$ cat src/rtl/spart_pkg.sv
// ============================================================================
// Module : spart_pkg
// Brief  : Shared types and limits for the SPART transmit path.
// Rev    : 1.0  initial release
// ============================================================================
`default_nettype none

package spart_pkg;

   typedef enum logic [2:0] {
      IDLE   = 3'd0,
      START  = 3'd1,
      DATA   = 3'd2,
      PARITY = 3'd3,
      STOP   = 3'd4
   } tx_state_t;

   localparam int SPART_MAX_DATA_W    = 9;
   localparam int SPART_MAX_STOP_BITS = 2;

endpackage

`default_nettype wire

$ cat src/rtl/spart_tx_fifo.sv
// ============================================================================
// Module : spart_tx_fifo
// Brief  : Synchronous FIFO with occupancy counter and dropped-write pulse.
// Rev    : 1.0  initial release
// ============================================================================
`default_nettype none

module spart_tx_fifo
   import spart_pkg::*;
#(
   parameter int WIDTH = 8,
   parameter int DEPTH = 4
) (
   input  logic                     clk,
   input  logic                     rst_n,
   input  logic                     push,
   input  logic                     pop,
   input  logic [WIDTH-1:0]         din,
   output logic [WIDTH-1:0]         dout,
   output logic                     full,
   output logic                     empty,
   output logic [$clog2(DEPTH):0]   level,
   output logic                     overflow
);

   localparam int AW = $clog2(DEPTH);
   localparam logic [AW:0] c_full_level = (AW+1)'(DEPTH);

   logic [WIDTH-1:0] r_mem [DEPTH];
   logic [AW-1:0]    r_wr_ptr;
   logic [AW-1:0]    r_rd_ptr;
   logic [AW:0]      r_level;
   logic             r_overflow;
   logic             w_pop_ok;
   logic             w_push_ok;

   assign full      = (r_level == c_full_level);
   assign empty     = (r_level == '0);
   assign level     = r_level;
   assign overflow  = r_overflow;
   assign dout      = r_mem[r_rd_ptr];

   // A pop frees a slot in the same cycle, so a push into a full FIFO is legal then.
   assign w_pop_ok  = pop & ~empty;
   assign w_push_ok = push & (~full | w_pop_ok);

   always_ff @(posedge clk) begin
      if (w_push_ok) r_mem[r_wr_ptr] <= din;
   end

   always_ff @(posedge clk or negedge rst_n) begin
      if (!rst_n) begin
         r_wr_ptr   <= '0;
         r_rd_ptr   <= '0;
         r_level    <= '0;
         r_overflow <= 1'b0;
      end else begin
         r_overflow <= push & ~w_push_ok;
         if (w_push_ok) r_wr_ptr <= r_wr_ptr + AW'(1);
         if (w_pop_ok)  r_rd_ptr <= r_rd_ptr + AW'(1);
         case ({w_push_ok, w_pop_ok})
            2'b10:   r_level <= r_level + (AW+1)'(1);
            2'b01:   r_level <= r_level - (AW+1)'(1);
            default: r_level <= r_level;
         endcase
      end
   end

endmodule

`default_nettype wire

$ cat src/rtl/spart_tx_fifo_uart.sv
// ============================================================================
// Module : spart_tx_fifo_uart
// Brief  : FIFO-buffered async serial transmitter; parity via SPART_TX_PARITY_EN.
// Rev    : 1.0  initial release
// ============================================================================
`default_nettype none

module spart_tx_fifo_uart
   import spart_pkg::*;
#(
   parameter int DATA_W     = 8,
   parameter int FIFO_DEPTH = 4,
   parameter int STOP_BITS  = 1
) (
   input  logic                          clk,
   input  logic                          rst_n,
   input  logic                          baud_tick,
   input  logic [DATA_W-1:0]             wr_data,
   input  logic                          wr_en,
   input  logic                          parity_odd,
   output logic                          full,
   output logic                          empty,
   output logic [$clog2(FIFO_DEPTH):0]   level,
   output logic                          busy,
   output logic                          overflow,
   output logic                          TxD
);

   localparam int CW = $clog2(SPART_MAX_DATA_W);

`ifdef SPART_TX_PARITY_EN
   localparam int ENTRY_W = DATA_W + 1;
`else
   localparam int ENTRY_W = DATA_W;
`endif

   tx_state_t         r_state, w_state_nx;
   logic              r_txd, w_txd_nx;
   logic [DATA_W-1:0] r_sr, w_sr_nx;
   logic [CW-1:0]     r_bit_cnt, w_cnt_nx;
   logic              r_stop_cnt, w_stop_nx;
   logic              w_pop;
   logic [ENTRY_W-1:0] w_din;
   logic [ENTRY_W-1:0] w_dout;

`ifdef SPART_TX_PARITY_EN
   logic              r_par;
   assign w_din = {parity_odd, wr_data};

   always_ff @(posedge clk or negedge rst_n) begin
      if (!rst_n)     r_par <= 1'b0;
      else if (w_pop) r_par <= (^w_dout[DATA_W-1:0]) ^ w_dout[DATA_W];
   end
`else
   logic              w_unused;
   assign w_din    = wr_data;
   assign w_unused = parity_odd;
`endif

   spart_tx_fifo #(
      .WIDTH (ENTRY_W),
      .DEPTH (FIFO_DEPTH)
   ) u_fifo (
      .clk      (clk),
      .rst_n    (rst_n),
      .push     (wr_en),
      .pop      (w_pop),
      .din      (w_din),
      .dout     (w_dout),
      .full     (full),
      .empty    (empty),
      .level    (level),
      .overflow (overflow)
   );

   assign busy = (r_state != IDLE);
   assign TxD  = r_txd;

   always_ff @(posedge clk or negedge rst_n) begin
      if (!rst_n) begin
         r_state    <= IDLE;
         r_txd      <= 1'b1;
         r_sr       <= '0;
         r_bit_cnt  <= '0;
         r_stop_cnt <= 1'b0;
      end else begin
         r_state    <= w_state_nx;
         r_txd      <= w_txd_nx;
         r_sr       <= w_sr_nx;
         r_bit_cnt  <= w_cnt_nx;
         r_stop_cnt <= w_stop_nx;
      end
   end

   // The line register is loaded with the value of the state being entered.
   always_comb begin
      w_state_nx = r_state;
      w_txd_nx   = r_txd;
      w_sr_nx    = r_sr;
      w_cnt_nx   = r_bit_cnt;
      w_stop_nx  = r_stop_cnt;
      w_pop      = 1'b0;
      if (baud_tick) begin
         case (r_state)
            IDLE: begin
               w_txd_nx = 1'b1;
               if (!empty) begin
                  w_pop      = 1'b1;
                  w_state_nx = START;
                  w_txd_nx   = 1'b0;
                  w_sr_nx    = w_dout[DATA_W-1:0];
               end
            end
            START: begin
               w_state_nx = DATA;
               w_txd_nx   = r_sr[0];
               w_sr_nx    = r_sr >> 1;
               w_cnt_nx   = '0;
            end
            DATA: begin
               if (r_bit_cnt == CW'(DATA_W-1)) begin
`ifdef SPART_TX_PARITY_EN
                  w_state_nx = PARITY;
                  w_txd_nx   = r_par;
`else
                  w_state_nx = STOP;
                  w_txd_nx   = 1'b1;
                  w_stop_nx  = 1'b0;
`endif
               end else begin
                  w_txd_nx = r_sr[0];
                  w_sr_nx  = r_sr >> 1;
                  w_cnt_nx = r_bit_cnt + CW'(1);
               end
            end
`ifdef SPART_TX_PARITY_EN
            PARITY: begin
               w_state_nx = STOP;
               w_txd_nx   = 1'b1;
               w_stop_nx  = 1'b0;
            end
`endif
            STOP: begin
               if (r_stop_cnt == 1'(STOP_BITS-1)) begin
                  if (!empty) begin
                     w_pop      = 1'b1;
                     w_state_nx = START;
                     w_txd_nx   = 1'b0;
                     w_sr_nx    = w_dout[DATA_W-1:0];
                  end else begin
                     w_state_nx = IDLE;
                     w_txd_nx   = 1'b1;
                  end
               end else begin
                  w_stop_nx = r_stop_cnt + 1'b1;
               end
            end
            default: begin
               w_state_nx = IDLE;
               w_txd_nx   = 1'b1;
            end
         endcase
      end
   end

endmodule

`default_nettype wire

$ cat config.mk
export PLATFORM = sky130hd
export DESIGN_NAME = spart_tx_fifo_uart
export DESIGN_NICKNAME = d
export VERILOG_FILES = /design/src/rtl/spart_pkg.sv /design/src/rtl/spart_tx_fifo.sv /design/src/rtl/spart_tx_fifo_uart.sv
export SDC_FILE = /design/constraint.sdc
export NUM_CORES = 1
export LEC_CHECK = 0
export CAP_MARGIN = 20
export CORE_MARGIN = 5
export CORE_UTILIZATION = 55
export DETAILED_ROUTE_END_ITERATION = 10
export PLACE_DENSITY_LB_ADDON = 0.2
export SLEW_MARGIN = 20
export SYNTH_ARGS = -nofsm -noshare
export SYNTH_HDL_FRONTEND = slang
export SYNTH_SLANG_ARGS = --single-unit
$ cat constraint.sdc
create_clock -name clk -period 3 [get_ports clk]
set_clock_uncertainty 0.2 [all_clocks]
set_input_delay 0.9 -clock clk [delete_from_list [all_inputs] [get_ports clk]]
set_output_delay 0.9 -clock clk [all_outputs]
set_load 0.02 [all_outputs]
### The clock network

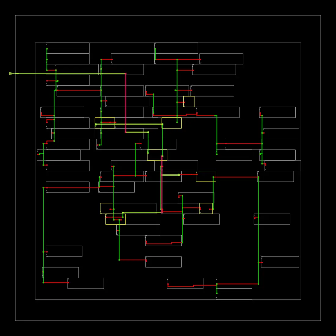
Num CTS Buffers: 5
Late-Pin Clk Latency: 0.30 ns
CLK BUF: 5

### Where the registers sit

The bar under the picture is 20 µm long. Other sequential cells in the stronger gray, the rest of the logic in the fainter gray.
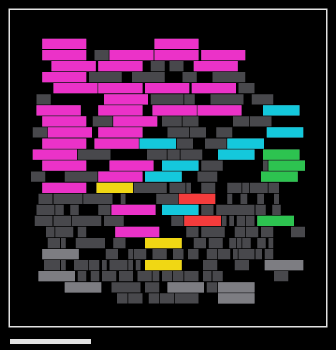
Key: `u_fifo.r_mem` = magenta [flops 32]; `r_bit_cnt` = green [flops 4, where east]; `u_fifo.r_rd_ptr` = red [flops 2]; `u_fifo.level` = yellow [flops 3]; `r_sr` = cyan [flops 8]
Seq area share: 0.530
seq pwr: 1.26 mW
Reg area: 1560 µm²
fin util: 0.668

### Cell sizes after repair

The bar under the picture is 20 µm long.
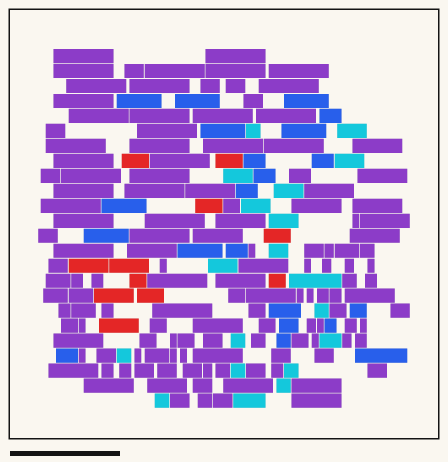
Key: _2 cells = blue [cells 21]; _3 and _4 cells = cyan [cells 19]; _6 and larger = red [cells 11]; _0 and _1 cells = purple [cells 134]

### A small window of the routed layout

Region (43, 4) to (73, 34) µm. Cells in gray, sequential cells in the stronger gray; small squares are vias.
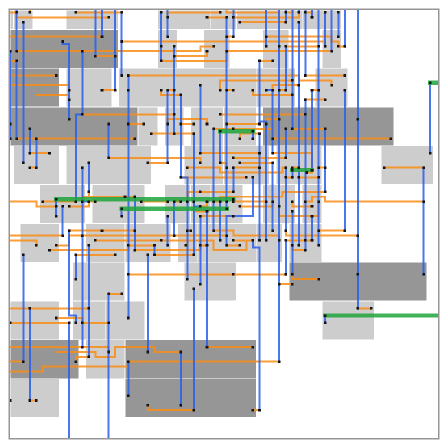
Key: metal 3 = green; metal 1 = orange; metal 2 = blue
Sequential cells in the window: 7. Most frequent: dfrtp_1 (6), clkdlybuf4s50_1 (4). 47 logic cells have their middle in the window. Netlist names of flops here include `r_state` (3), `u_fifo.r_rd_ptr` (2).

### Clock network drawn from the DEF

The bar under the picture is 20 µm long.
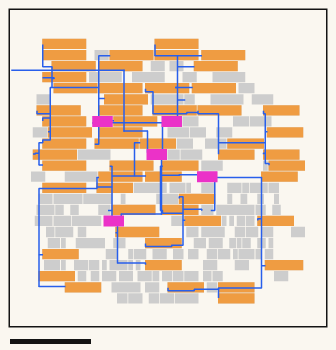
Key: flip-flops = orange [count 56]; clock wires = blue [length 539 µm]; clock drivers = magenta [count 5]
Position of the flops: all over the die. There are 6 routed clock nets.
clock share of power: 0.144
P_clk: 416 µW

==> results.cfg <==
; generated from flow reports
[global_route]
grtUsageMet3 = 0.0359
grt_use_total = 0.147
grt_pass1_wl_um = 6990
grt_pass1_vias = 1448
use_met2 = 0.255

[synth]
ys_seq_share = 0.620
synth_top_cell_by_area = edfxtp_1
synthTopCellsByCount = edfxtp_1, dfrtp_1, inv_1, mux4_2
synth_flops = 56
yosys-stat-cells = 153
netlist_area_um2 = 2520
yosys.stat.chipArea_um2 = 2520
synth.distinct_cells = 46
top_area_frac = 0.381
netlist_instances = 153
synth.most_common_cell = edfxtp_1
fp_nets = 173
syn_area_per_cell_um2 = 16.5

[cts]
cts_resized = 0
post-cts-setup-buffers = 0
cts_tree = done
cts-root-buf = clkbuf_8
postCtsHoldBufs = 0
cts_sinks = 56
h-tree-depth = 2

[setup_path]
start_kind = register
cp-endpoint = busy
crit_chain = or3_2, clkdlybuf4s50_1
crit_arrival_ns = 1.81
reg2reg_depth = 10
max_stage_delay_ns = 0.55

[placement]
dpl.hpwl_um = 3000
place_congestion = 0.800
io_buffers = 19
postPlaceCellArea_um2 = 2850

[final_timing]
rsz0062_at_grt = no
worst_pin_slew_ns = 0.592
min_period_ns = 2.91
finalHoldViolations = 0
max_slew_margin = 0.605
setup_viol = 0

[power]
top_power_group = registers
p_comb_frac = 0.420
leakage_nw = 1.16
power_density_nw_per_um2 = 977
netSwitchingFraction = 0.328

[floorplanning]
die_h_um = 77.7
io_pins = 21
dieWidth_um = 77.7
chipArea_um2 = 6040

[drt]
drt_pre_antenna_iters = 4
top_layer_used = met4
vias = 1310
met1_length_um = 1780
drc = 0

[layout]
final_cell_area_um2 = 2950
area_growth_pct = 16.9
fillers = 310
finalNonFillerCells = 237

[run_status]
outcome = complete, no violations

[worst_hold_path]
min-delay-start = TxD$_DFFE_PN1P_
==> registers in the layout, summed over array words and instances, names as in the netlist <==
signal,flops
u_fifo.r_wr_ptr,2
u_fifo.overflow,1
u_fifo.level,3
r_bit_cnt,4
u_fifo.r_rd_ptr,2
TxD,1
r_sr,8
r_state,3
u_fifo.r_mem,32
==> kinds of logic after synthesis <==
family / Yosys count / share of synthesized area
compound gates: 16 / 0.0521
xor+xnor: 7 / 0.0273
fa+ha+maj: 7 / 0.0377
buf+inv: 15 / 0.0357
flops: 56 / 0.620
mux: 26 / 0.161
simple gates: 26 / 0.0670
==> cell type report <==
cell class                      count  share of cell area
Inverter                            9              0.0115
Sequential cell                    56               0.530
Multi-Input combinational cell     82               0.295
Tap cell                           52              0.0221
Clock buffer                        5              0.0233
Timing Repair Buffer               30               0.110
Clock inverter                      3             0.00849
Power and IR drop assume default switching activity.
